Placement by cell class:
Fill, decap, tap and diode cells in grey.
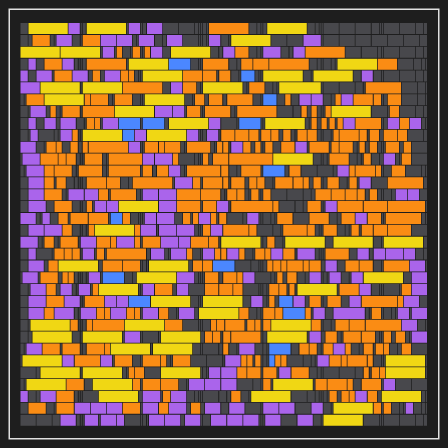
Wire density map:
Scale bar: 20 um. 20 x 20 tiles, from black (low) to pale yellow (high), scaled to the fullest tile. Values are wire area over tile area, all layers added.
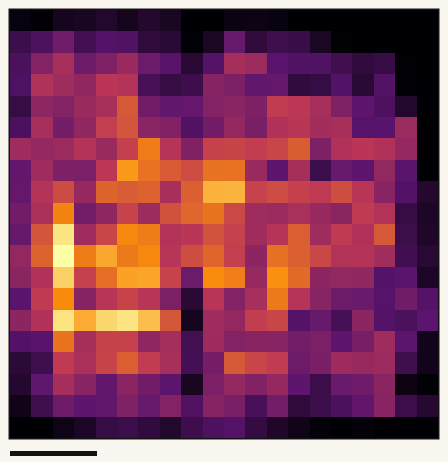
==> config.mk <==
export PLATFORM = sky130hd
export DESIGN_NAME = mergesort_ctrl_flat
export DESIGN_NICKNAME = d
export VERILOG_FILES = /design/src/rtl/mergesort_ctrl_if.sv /design/src/rtl/mergesort_ctrl.sv /design/src/flat_wrapper.sv
export SDC_FILE = /design/constraint.sdc
export NUM_CORES = 1
export LEC_CHECK = 0
export CAP_MARGIN = 40
export CORE_MARGIN = 2
export CORE_UTILIZATION = 47
export CTS_CLUSTER_DIAMETER = 80
export DETAILED_ROUTE_END_ITERATION = 8
export PLACE_DENSITY_LB_ADDON = 0.1
export SYNTH_ARGS = -nofsm -noshare
export SYNTH_HDL_FRONTEND = slang
export SYNTH_SLANG_ARGS = --single-unit
==> constraint.sdc <==
create_clock -name clock -period 2.8 [get_ports clock]
set_input_delay 0.56 -clock clock [delete_from_list [all_inputs] [get_ports clock]]
set_output_delay 0.56 -clock clock [all_outputs]
set_load 0.01 [all_outputs]
==> flow_metrics.py <==
# Physical implementation metrics
metrics = {
    "outcome": {
        "outcome": "complete, but fails checks",
        "violations": "negative setup slack",
    },
    "worst_setup_path": {
        "path_class": "reg -> out",
        "critPathCaptureType": "output port",
        "worstPathRequired_ps": 2240,
        "rr_worst_depth": 18,
        "reg2reg_slack_ps": -600,
        "worstPathMaxFanout": 8,
        "arrival_ps": 2930,
        "startpoint_type": "register",
        "path_common_cell": "buf_6",
        "max_stage_delay_ps": 560,
        "crit_chain": "ha_4, fa_2, xor2_2, nor4_2, buf_4, nand2_4, buf_6, nand4_1, or3b_4, buf_6",
    },
    "logic_synthesis": {
        "ys_cells": 427,
        "yosysWarnings": 0,
        "netlist_area_sq_mm": 0.00416,
        "ys_area_sq_mm": 0.00416,
        "synth_cell_type_count": 59,
        "edf_count": 0,
        "ys_ff": 63,
        "flop_cell": "dfrtp_1",
        "yosysSeqAreaShare_pct": 37.9,
        "floorplan.nets": 482,
        "syn-instance-count": 427,
        "avgSynthCellArea_sq_um": 9.75,
    },
    "min_path": {
        "hold_class": "in -> async",
    },
    "final_timing": {
        "final_max_slew_viol_count": 0,
        "clock_skew_ps": 12.5,
        "relSlewSlack_pct": 55.7,
        "period_minus_slack_ps": 3490,
        "fmax_ghz": 0.287,
        "fin_ws_ps": -689,
        "setup_viol": 18,
        "rsz0062_at_grt": "yes",
        "period_used_pct": 125,
    },
    "detailed_routing": {
        "firstDrtPassIters": 5,
        "drt_iter0_markers": 213,
        "final_antenna_net_count": 0,
        "drc": 0,
        "avgViaCountPerCell": 5.62,
    },
    "cts": {
        "clock-sinks": 63,
        "postCtsSetupRepairBufs": 18,
        "cts_tree": "done",
        "clk_latency_ps": 340,
        "root_buffer": "clkbuf_8",
        "numCtsBuffers": 9,
        "cts_max_level": 3,
        "cts-resized-gates": 105,
        "cts_max_path_buffers": 2,
        "cts_hold_buf": 0,
    },
    "power_and_ir_drop": {
        "seqPwrFrac_pct": 21.0,
        "p_int_mw": 4.37,
        "leakagePower_nw": 2.96,
        "p_switching_mw": 3.14,
        "p_clk_share_pct": 9.8,
        "p_per_area_mw_per_mm2": 1180,
        "combPwrFrac_pct": 69.1,
        "sw_frac_of_total_pct": 41.8,
        "ir_drop_uv": 568,
    },
    "global_route": {
        "overflow": 0,
        "first_global_vias": 4195,
        "antenna_found_initial": 1,
        "grt_max_degree": 30,
    },
    "finish": {
        "num-fill-cells": 625,
        "drive_above_1_share_pct": 37.1,
        "area_growth_pct": 53.6,
        "largest_register_ffs": 32,
        "regArea_sq_mm": 0.00158,
        "combGateArea_sq_mm": 0.00281,
    },
    "die": {
        "fp.dieW_um": 98.1,
        "die_y_um": 98.1,
        "rows": 34,
        "initial_core_util_pct": 48.2,
        "core_sq_mm": 0.00864,
        "io_pins": 89,
    },
    "place": {
        "portBuffers": 88,
        "placed_cell_area_sq_mm": 0.00568,
    },
    "job": {
        "warnings": 32,
    },
}
-- 'placement by cell class' (at the start) --
| colour | class | cells |
|---|---|---|
| yellow | flip-flops | 63 |
| blue | clock drivers and dummy loads | 16 |
| purple | other buffers and delay cells | 182 |
| orange | all other logic | 342 |
Finished Core Util: 74.0%
Seq/total area: 24.7%
final instance area: 0.00639 sq mm

-- 'wire density map' (at the start) --
emptiest ninth of the die: upper right
tiles over half the peak: 23%
fullest tile: 0.64
mean over tiles: 0.22
GR Util All Layers: 28.3%
Routed WL per cell: 18.7 um
Vias: 4002
final WL: 13.3 mm

synth_stat cells (3+ instances only):
| cell type | number | area share [%] |
|---|---|---|
| and2_1 | 6 | 0.90 |
| a211oi_1 | 3 | 0.54 |
| clkbuf_1 | 18 | 1.6 |
| ha_1 | 25 | 7.5 |
| and3_1 | 14 | 2.1 |
| o31ai_1 | 5 | 0.90 |
| nand2_1 | 53 | 4.8 |
| o21ai_0 | 25 | 3.0 |
| o211ai_1 | 3 | 0.54 |
| a21oi_1 | 29 | 3.5 |
| mux2_4 | 4 | 1.4 |
| xor2_1 | 8 | 1.7 |
| mux2_2 | 25 | 6.8 |
| inv_1 | 17 | 1.5 |
| a22o_1 | 5 | 1.1 |
| or3b_1 | 8 | 1.7 |
| dfrtp_1 | 62 | 37 |
| nand2b_1 | 3 | 0.45 |
| xnor2_1 | 13 | 2.7 |
| nor2b_1 | 8 | 1.2 |
| xnor3_1 | 4 | 2.2 |
| nand3_1 | 13 | 1.6 |
| a21o_1 | 3 | 0.54 |
| nor2_1 | 9 | 0.81 |
| nand4_1 | 13 | 2.0 |
| nor4_1 | 4 | 0.60 |
| o221ai_1 | 3 | 0.63 |
| mux2i_1 | 3 | 0.72 |
through the flow:
stage                     worst slack [ps]  cells  power, mW  setup TNS [ps]  hold slack, ps
after floorplan                      -81.4    427       4.05            -651             264
final                                 -689    712       7.52          -10390             240
after detailed placement             -1250    674       6.04          -14820             469
after global routing                  -782    712       7.98          -11880             285
after global placement               -1160    674       5.94          -13390             463
after CTS                             -691    709       7.33           -9820             262
layer usage:
layer	track usage (%)	up-vias	routed length (um)
li1	-	1889	-
met1	33.5	1968	5290
met2	49.3	121	6870
met3	7.16	24	813
met4	10.8	0	362
met5	0	-	0
power groups by stage:
stage	sequential (mW)	clock [mW]	combinational, mW
after CTS	1.57	0.750	5.02
after detailed placement	1.58	0	4.47
after floorplan	1.69	0	2.36
final	1.58	0.740	5.19
after global routing	1.63	0.784	5.56
after global placement	1.55	0	4.39
layout by cell type (no fill, tap or decap), types with 12 or more instances in the layout:
cell type        netlist  final
buf_4                  2     78
nand4_1               13     13
mux2_2                25     25
buf_6                  1     23
ha_1                  25     16
clkdlybuf4s50_1        0     63
nand3_1               13     12
dfrtp_1               62     62
nand2_1               53     52
and3_1                14     14
xnor2_1               13     12
a21oi_1               29     22
o21ai_0               25     23
worst max-delay path: cells and delay by family (launching register included):
kind / cells / cell delay, ps
xor gates and xnor gates: 1 / 180
DFF: 1 / 560
adders and majority gates: 2 / 600
and+or+nand+nor: 4 / 800
buffers and inverters: 3 / 460
cells by family (layout without fill, tap and decap cells):
family                     count (synthesis)  in the layout  share of synthesized area [%]
xor gates and xnor gates                  27             27                           7.55
and+or+nand+nor                          144            144                           18.5
muxes                                     33             33                           9.20
adders and majority gates                 26             26                           8.00
other                                      0              1                              0
buffers and inverters                     40            215                           4.03
AOI/OAI and AO/OA                         94             95                           14.9
DFF                                       63             63                           37.9
layout make-up:
type,instances,share of cell area (%)
Inverter,17,0.998
Antenna cell,1,0.0391
Timing Repair Buffer,182,25.4
Sequential cell,63,24.7
Multi-Input combinational cell,325,44.0
Clock inverter,5,0.646
Clock buffer,11,2.21
Tap cell,108,2.11
Power is estimated from default activity; no workload was simulated.
